A small window of the routed layout:
Window x 121 to 161, y 106 to 146 um. Cells in gray, sequential cells in the stronger gray; small squares are vias.
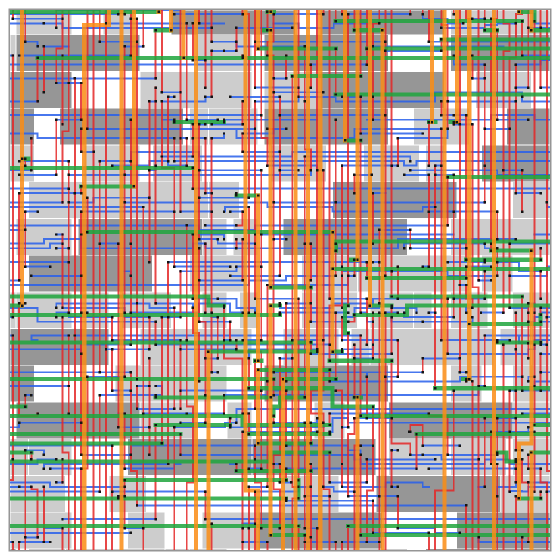
Routed metal, one color a layer:
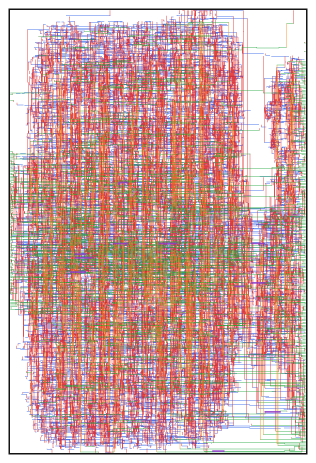
Cell outlines without signal wires:
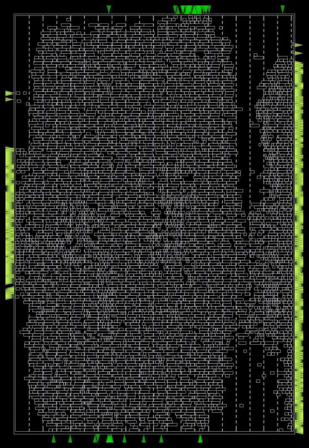
M3 wires:
Scale bar: 100 um.
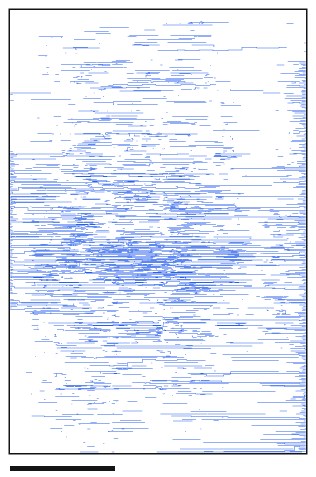
Clock distribution:
Scale bar: 100 um.
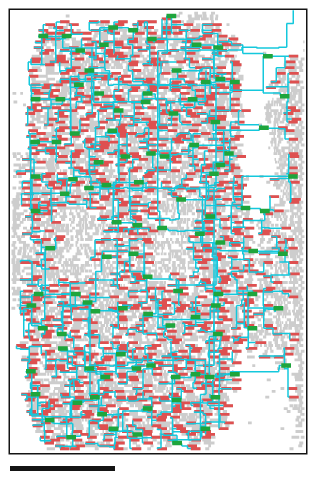
### src/rtl/mips_defs.sv
// Shared encodings for the MIPS pipeline: opcodes, functs, ALU operations,
// next-PC source selection and the bubble instruction.
package mips_defs;

  localparam logic [31:0] NOP_INST = 32'h0000_0000;

  localparam logic [5:0] OP_RTYPE = 6'b000000;
  localparam logic [5:0] OP_J     = 6'b000010;
  localparam logic [5:0] OP_JAL   = 6'b000011;
  localparam logic [5:0] OP_BEQ   = 6'b000100;
  localparam logic [5:0] OP_BNE   = 6'b000101;
  localparam logic [5:0] OP_ADDI  = 6'b001000;
  localparam logic [5:0] OP_ANDI  = 6'b001100;
  localparam logic [5:0] OP_ORI   = 6'b001101;
  localparam logic [5:0] OP_XORI  = 6'b001110;
  localparam logic [5:0] OP_LUI   = 6'b001111;
  localparam logic [5:0] OP_LW    = 6'b100011;
  localparam logic [5:0] OP_SW    = 6'b101011;

  localparam logic [5:0] FN_SLL = 6'b000000;
  localparam logic [5:0] FN_SRL = 6'b000010;
  localparam logic [5:0] FN_SRA = 6'b000011;
  localparam logic [5:0] FN_JR  = 6'b001000;
  localparam logic [5:0] FN_ADD = 6'b100000;
  localparam logic [5:0] FN_SUB = 6'b100010;
  localparam logic [5:0] FN_AND = 6'b100100;
  localparam logic [5:0] FN_OR  = 6'b100101;
  localparam logic [5:0] FN_XOR = 6'b100110;
  localparam logic [5:0] FN_SLT = 6'b101010;

  typedef enum logic [3:0] {
    ALUC_ADD = 4'd0,
    ALUC_SUB = 4'd1,
    ALUC_AND = 4'd2,
    ALUC_OR  = 4'd3,
    ALUC_XOR = 4'd4,
    ALUC_LUI = 4'd5,
    ALUC_SLT = 4'd6,
    ALUC_SLL = 4'd7,
    ALUC_SRL = 4'd8,
    ALUC_SRA = 4'd9
  } aluc_t;

  typedef enum logic [1:0] {
    PCSRC_PC4 = 2'b00,
    PCSRC_BPC = 2'b01,
    PCSRC_JPC = 2'b10,
    PCSRC_JR  = 2'b11
  } pcsrc_t;

endpackage

### src/rtl/regfile32.sv
// Two-read, one-write register file; r0 reads as zero and a same-cycle
// write is visible on the read ports.
module regfile32 #(
  parameter int unsigned DEPTH = 32
) (
  input  logic        clk,
  input  logic        rst,
  input  logic [4:0]  ra,
  input  logic [4:0]  rb,
  input  logic        we,
  input  logic [4:0]  wn,
  input  logic [31:0] d,
  output logic [31:0] qa,
  output logic [31:0] qb
);

  logic [31:0] mem [DEPTH];

  always_ff @(posedge clk or posedge rst) begin
    if (rst) begin
      mem <= '{default: '0};
    end else if (we && wn != '0) begin
      mem[wn] <= d;
    end
  end

  always_comb begin
    qa = '0;
    qb = '0;
    if (ra != '0) qa = (we && wn == ra) ? d : mem[ra];
    if (rb != '0) qb = (we && wn == rb) ? d : mem[rb];
  end

endmodule

### src/rtl/id_stage.sv
// Decode stage: IF/ID register, register file, control decode, operand
// forwarding, load-use interlock and branch/jump resolution.
module id_stage #(
  parameter logic [31:0] NOP_INST = mips_defs::NOP_INST,
  parameter int unsigned RF_DEPTH = 32
) (
  input  logic        clk,
  input  logic        rst,
  input  logic [31:0] if_inst,
  input  logic [31:0] if_pc4,
  input  logic        wb_wreg,
  input  logic [4:0]  wb_rn,
  input  logic [31:0] wb_d,
  input  logic        ex_wreg,
  input  logic        ex_m2reg,
  input  logic [4:0]  ex_rn,
  input  logic [31:0] ex_alu,
  input  logic        mem_wreg,
  input  logic        mem_m2reg,
  input  logic [4:0]  mem_rn,
  input  logic [31:0] mem_alu,
  input  logic [31:0] mem_mdata,
  output logic        stall,
  output logic [1:0]  pcsource,
  output logic [31:0] bpc,
  output logic [31:0] jpc,
  output logic        id_wreg,
  output logic        id_m2reg,
  output logic        id_wmem,
  output logic        id_aluimm,
  output logic        id_shift,
  output logic        id_jal,
  output logic [3:0]  id_aluc,
  output logic [4:0]  id_rn,
  output logic [31:0] id_da,
  output logic [31:0] id_db,
  output logic [31:0] id_imm,
  output logic [31:0] id_pc4
);

  import mips_defs::*;

  logic [31:0] inst, pc4;
  logic [5:0]  op, fn;
  logic [4:0]  rs, rt, rd;
  logic [15:0] imm;
  logic [31:0] qa, qb;
  logic        flush, taken;
  logic        wreg, wmem, regrt, sext, use_rs, use_rt;
  logic        is_beq, is_bne, is_j, is_jr;
  aluc_t       aluc;
  pcsrc_t      pcsel;

  assign op  = inst[31:26];
  assign rs  = inst[25:21];
  assign rt  = inst[20:16];
  assign rd  = inst[15:11];
  assign fn  = inst[5:0];
  assign imm = inst[15:0];

  always_ff @(posedge clk or posedge rst) begin
    if (rst) begin
      inst <= NOP_INST;
      pc4  <= '0;
    end else if (!stall) begin
      inst <= flush ? NOP_INST : if_inst;
      pc4  <= if_pc4;
    end
  end

  regfile32 #(.DEPTH(RF_DEPTH)) u_rf (
    .clk (clk),
    .rst (rst),
    .ra  (rs),
    .rb  (rt),
    .we  (wb_wreg),
    .wn  (wb_rn),
    .d   (wb_d),
    .qa  (qa),
    .qb  (qb)
  );

  // NOP_INST is itself an encoding (sll r0,r0,0) but must decode as a pure bubble.
  always_comb begin
    wreg      = 1'b0;
    id_m2reg  = 1'b0;
    wmem      = 1'b0;
    id_aluimm = 1'b0;
    id_shift  = 1'b0;
    id_jal    = 1'b0;
    regrt     = 1'b0;
    sext      = 1'b1;
    use_rs    = 1'b0;
    use_rt    = 1'b0;
    is_beq    = 1'b0;
    is_bne    = 1'b0;
    is_j      = 1'b0;
    is_jr     = 1'b0;
    aluc      = ALUC_ADD;
    if (inst != NOP_INST) begin
      case (op)
        OP_RTYPE: begin
          case (fn)
            FN_SUB:  aluc = ALUC_SUB;
            FN_AND:  aluc = ALUC_AND;
            FN_OR:   aluc = ALUC_OR;
            FN_XOR:  aluc = ALUC_XOR;
            FN_SLT:  aluc = ALUC_SLT;
            FN_SLL:  aluc = ALUC_SLL;
            FN_SRL:  aluc = ALUC_SRL;
            FN_SRA:  aluc = ALUC_SRA;
            default: aluc = ALUC_ADD;
          endcase
          case (fn)
            FN_ADD, FN_SUB, FN_AND, FN_OR, FN_XOR, FN_SLT: begin
              wreg = 1'b1; use_rs = 1'b1; use_rt = 1'b1;
            end
            FN_SLL, FN_SRL, FN_SRA: begin
              wreg = 1'b1; id_shift = 1'b1; use_rt = 1'b1;
            end
            FN_JR: begin
              is_jr = 1'b1; use_rs = 1'b1;
            end
            default: ;
          endcase
        end
        OP_ADDI: begin
          wreg = 1'b1; id_aluimm = 1'b1; regrt = 1'b1; use_rs = 1'b1;
        end
        OP_ANDI: begin
          wreg = 1'b1; id_aluimm = 1'b1; regrt = 1'b1; use_rs = 1'b1;
          sext = 1'b0; aluc = ALUC_AND;
        end
        OP_ORI: begin
          wreg = 1'b1; id_aluimm = 1'b1; regrt = 1'b1; use_rs = 1'b1;
          sext = 1'b0; aluc = ALUC_OR;
        end
        OP_XORI: begin
          wreg = 1'b1; id_aluimm = 1'b1; regrt = 1'b1; use_rs = 1'b1;
          sext = 1'b0; aluc = ALUC_XOR;
        end
        OP_LUI: begin
          wreg = 1'b1; id_aluimm = 1'b1; regrt = 1'b1; aluc = ALUC_LUI;
        end
        OP_LW: begin
          wreg = 1'b1; id_m2reg = 1'b1; id_aluimm = 1'b1; regrt = 1'b1;
          use_rs = 1'b1;
        end
        OP_SW: begin
          wmem = 1'b1; id_aluimm = 1'b1; use_rs = 1'b1; use_rt = 1'b1;
        end
        OP_BEQ: begin
          is_beq = 1'b1; use_rs = 1'b1; use_rt = 1'b1; aluc = ALUC_SUB;
        end
        OP_BNE: begin
          is_bne = 1'b1; use_rs = 1'b1; use_rt = 1'b1; aluc = ALUC_SUB;
        end
        OP_J: is_j = 1'b1;
        OP_JAL: begin
          is_j = 1'b1; id_jal = 1'b1; wreg = 1'b1;
        end
        default: ;
      endcase
    end
  end

  function automatic logic [31:0] fwd(
    input logic [4:0]  src,
    input logic [31:0] rfv,
    input logic        exw,
    input logic        exl,
    input logic [4:0]  exn,
    input logic [31:0] exa,
    input logic        mw,
    input logic        ml,
    input logic [4:0]  mn,
    input logic [31:0] ma,
    input logic [31:0] md
  );
    if (exw && !exl && exn == src && src != '0) return exa;
    if (mw && mn == src && src != '0) return ml ? md : ma;
    return rfv;
  endfunction

  assign id_da = fwd(rs, qa, ex_wreg, ex_m2reg, ex_rn, ex_alu,
                     mem_wreg, mem_m2reg, mem_rn, mem_alu, mem_mdata);
  assign id_db = fwd(rt, qb, ex_wreg, ex_m2reg, ex_rn, ex_alu,
                     mem_wreg, mem_m2reg, mem_rn, mem_alu, mem_mdata);

  // A stall masks redirection, so the branch is re-resolved once the load data forwards.
  always_comb begin
    stall = ex_wreg && ex_m2reg && ex_rn != '0 &&
            ((use_rs && ex_rn == rs) || (use_rt && ex_rn == rt));
    taken = (is_beq && id_da == id_db) || (is_bne && id_da != id_db);
    pcsel = PCSRC_PC4;
    if (!stall) begin
      if (is_jr)      pcsel = PCSRC_JR;
      else if (is_j)  pcsel = PCSRC_JPC;
      else if (taken) pcsel = PCSRC_BPC;
    end
  end

  assign pcsource = pcsel;
  assign flush    = pcsel != PCSRC_PC4;
  assign bpc      = pc4 + {{14{imm[15]}}, imm, 2'b00};
  assign jpc      = {pc4[31:28], inst[25:0], 2'b00};
  assign id_imm   = sext ? {{16{imm[15]}}, imm} : {16'h0000, imm};
  assign id_rn    = id_jal ? 5'd31 : (regrt ? rt : rd);
  assign id_wreg  = wreg && !stall;
  assign id_wmem  = wmem && !stall;
  assign id_aluc  = aluc;
  assign id_pc4   = pc4;

endmodule

### config.mk
export PLATFORM = sky130hd
export DESIGN_NAME = id_stage
export DESIGN_NICKNAME = d
export VERILOG_FILES = /design/src/rtl/mips_defs.sv /design/src/rtl/regfile32.sv /design/src/rtl/id_stage.sv
export SDC_FILE = /design/constraint.sdc
export NUM_CORES = 2
export LEC_CHECK = 0
export ABC_CLOCK_PERIOD_IN_PS = 51900
export CORE_ASPECT_RATIO = 1.5
export CORE_UTILIZATION = 54
export DETAILED_ROUTE_END_ITERATION = 12
export GPL_ROUTABILITY_DRIVEN = 0
export PLACE_DENSITY = 0.74
export SETUP_SLACK_MARGIN = 0.15
export SYNTH_ARGS = -nofsm -noshare
export SYNTH_HDL_FRONTEND = slang
export SYNTH_SLANG_ARGS = --single-unit
### constraint.sdc
create_clock -name clk -period 51.9 [get_ports clk]
set_clock_uncertainty 0.05 [all_clocks]
set_input_delay 10.38 -clock clk [delete_from_list [all_inputs] [get_ports clk]]
set_output_delay 10.38 -clock clk [all_outputs]
set_load 0.02 [all_outputs]
==> flow_summary.json <==
{
  "ys_ff": 1088,
  "comb_power_w": 0.000779,
  "htreeDepth": 3,
  "clk_latency_ps": 780,
  "switchingPower_w": 0.0008641,
  "place_area_sq_um": 67850,
  "swShare": 0.3179,
  "fmax_mhz": 37.28,
  "num-nonclk-buffers": 547,
  "postLayoutCellArea_sq_um": 71470,
  "drtPass1Iterations": 9,
  "grt_pass1_wl_um": 333500,
  "path_clk_slew_ps": 70,
  "ff_count": 1088,
  "cts_buffers": 106,
  "end_kind": "output pin",
  "path_cells": "clkdlybuf4s50_1, xnor2_1, and3_1, and2_0, nor4_1, a221oi_1, xnor2_1, o2111ai_1, or4b_1, or4_1, buf_4, or3_1, nand3_1, clkdlybuf4s50_1",
  "async_reset_ff_frac": 1.000,
  "outcome": "finished, final reports clean",
  "clk_share": 0.05031,
  "clock_power_w": 0.000809,
  "synthTopCellsByArea": "dfrtp_1, mux4_2, mux2_2",
  "use_met3": 0.1389,
  "ys_chip_area_sq_um": 63060,
  "postCtsHoldBufs": 0,
  "cts_root_buf": "clkbuf_16",
  "comb_cells": 3059,
  "cts_buffer_depth": 3,
  "grt_pass1_vias": 46520,
  "arrival_ps": 16390,
  "grt.met1_usage": 0.4674,
  "finish.net_count": 5087,
  "synth_top_cell_by_count": "dfrtp_1",
  "pg_seq_w": 0.00113,
  "drc_errors": 0,
  "buf_share": 0.07335,
  "criticalPathCategory": "in2out",
  "m1WireLength_um": 77780,
  "whs_ps": 345.4,
  "clkSinkCount": 1088,
  "rrSetupSlack_ps": 44690,
  "regArea_sq_um": 27260,
  "finalHoldViolCount": 0,
  "p_per_area_nw_per_um2": 38.04,
  "grt_remaining_overflow": 0,
  "hold_class": "reg2reg",
  "tightestPinTransition_ps": 1399,
  "final_layout_size_suffix_gt1_frac": 0.3871,
  "antenna_found_initial": 19,
  "crit_path_max_fanout": 33,
  "comb-cell-share": 0.4652,
  "startpoint_type": "primary input",
  "crit_path_start": "wb_rn[2]",
  "areaGrowthSynthToFinish_pct": 13.33,
  "ant_nets": 0,
  "clkbuf_count": 153,
  "port_buffers": 421,
  "crit-reg2reg-launch": "inst[22]",
  "num_io_pins": 424,
  "dpl.cell_count": 6285,
  "die_area_sq_um": 118200,
  "internal_power_w": 0.001854,
  "synth_warnings": 0,
  "cp_top_family": "simple AND/OR/NAND/NOR gates",
  "ir_worst_vdd_v": 0.00002745,
  "syn_inst": 4743,
  "final_critical_path_setup_slack_ps": 25080,
  "grt_max_degree": 187,
  "vias_per_cell": 7.185,
  "fill_cells": 8914,
  "route.met2.wl_um": 102600,
  "grt_use_met2": 0.5874,
  "fin_util": 0.6171,
  "cpPeakStageDelay_ps": 970,
  "nNonClkInverters": 41,
  "drt_iter0_drc": 5931,
  "ys_cells": 4743,
  "slew_headroom": 0.06110,
  "ff_type": "dfrtp_1",
  "place.detailed.hpwl_um": 149800,
  "edf_count": 0,
  "pwr-share-seq": 0.416,
  "wl_met3_um": 28510,
  "power_leakage_nw": 30.41,
  "largest_class": "combinational gates",
  "synth_top_cell_by_area": "dfrtp_1",
  "warnings": 32
}
-- 'a small window of the routed layout' (at the start) --
Key: M3 = green; M4 = orange; M1 = blue; M2 = red
Most frequent: mux2_2 (23), dfrtp_1 (22), mux4_2 (6). 83 logic cells have their middle in the window. Sequential cells in the window: 22. Netlist names of flops here include `u_rf.mem` (22).

-- 'routed metal, one color a layer' (at the start) --
Key: M4 = orange [wire length 23.2 mm]; M2 = red [wire length 103 mm]; M3 = green [wire length 28.5 mm]; M5 = purple [wire length 133 um]; M1 = blue [wire length 77.8 mm]
routed len/inst: 35.76 um
gr usage total: 0.3986
drt total wl: 232200 um
DR vias: 46650

-- 'cell outlines without signal wires' (at the start) --
tap cell count: 1550
fin cells: 6493
Rows: 153
core area: 115800 sq um
fraction of area in registers: 0.3814

-- 'M3 wires' (at the start) --
1016 nets have wire on it. The wires run mostly horizontal. The layer carries 28.5 mm of wire.

-- 'clock distribution' (at the start) --
Key: flip-flops = red [count 1088]; clock wires = cyan [length 14100 um]; clock-net drivers = green [count 106]
There are 107 routed clock nets. Position of the flops: spread over the die.

-- final timing paths --
check | to | depth (start not counted)
min in group asynchronous | u_rf.mem[463] | 2
max in group asynchronous | u_rf.mem[812] | 5
worst max-delay path | pcsource[0] | 14
worst max register to register | inst[26] | 12
worst min register to register | u_rf.mem[1009] | 0
worst min-delay path | u_rf.mem[1009] | 0
-- state kept, by name (all words and copies together), names as in the netlist --
register / count
id_pc4: 32
u_rf.mem: 1024
inst: 32
-- cell usage in the layout, fill, tap and decap left out, types with 24 or more instances in the layout --
| cell type | synthesis | final |
|---|---|---|
| dfrtp_1 | 1088 | 1078 |
| mux2_2 | 993 | 993 |
| mux4_2 | 512 | 512 |
| clkdlybuf4s50_1 | 0 | 420 |
| mux2i_1 | 200 | 199 |
| nand2_1 | 184 | 169 |
| o21ai_0 | 151 | 151 |
| nor2_1 | 138 | 120 |
| buf_4 | 104 | 119 |
| clkbuf_16 | 0 | 106 |
| nand3_1 | 87 | 87 |
| a21oi_1 | 80 | 80 |
| xnor2_1 | 64 | 64 |
| nor3_1 | 63 | 61 |
| o22ai_1 | 51 | 51 |
| inv_1 | 39 | 38 |
| a32oi_1 | 36 | 36 |
| o2111ai_1 | 32 | 32 |
| nor2b_1 | 33 | 31 |
| clkbuf_8 | 0 | 31 |
| o211ai_2 | 30 | 30 |
| ha_1 | 29 | 29 |
| a31oi_1 | 27 | 27 |
| a221oi_1 | 24 | 24 |
| a211oi_1 | 24 | 24 |
-- cell families after synthesis --
| group | synth area share |
|---|---|
| fa+ha+maj | 0.006071 |
| buf+inv | 0.04432 |
| xor+xnor | 0.01139 |
| simple gates | 0.04905 |
| compound gates | 0.06547 |
| flops | 0.4317 |
| other cells | 0.00005946 |
| mux | 0.3919 |
Power and IR drop assume default switching activity.
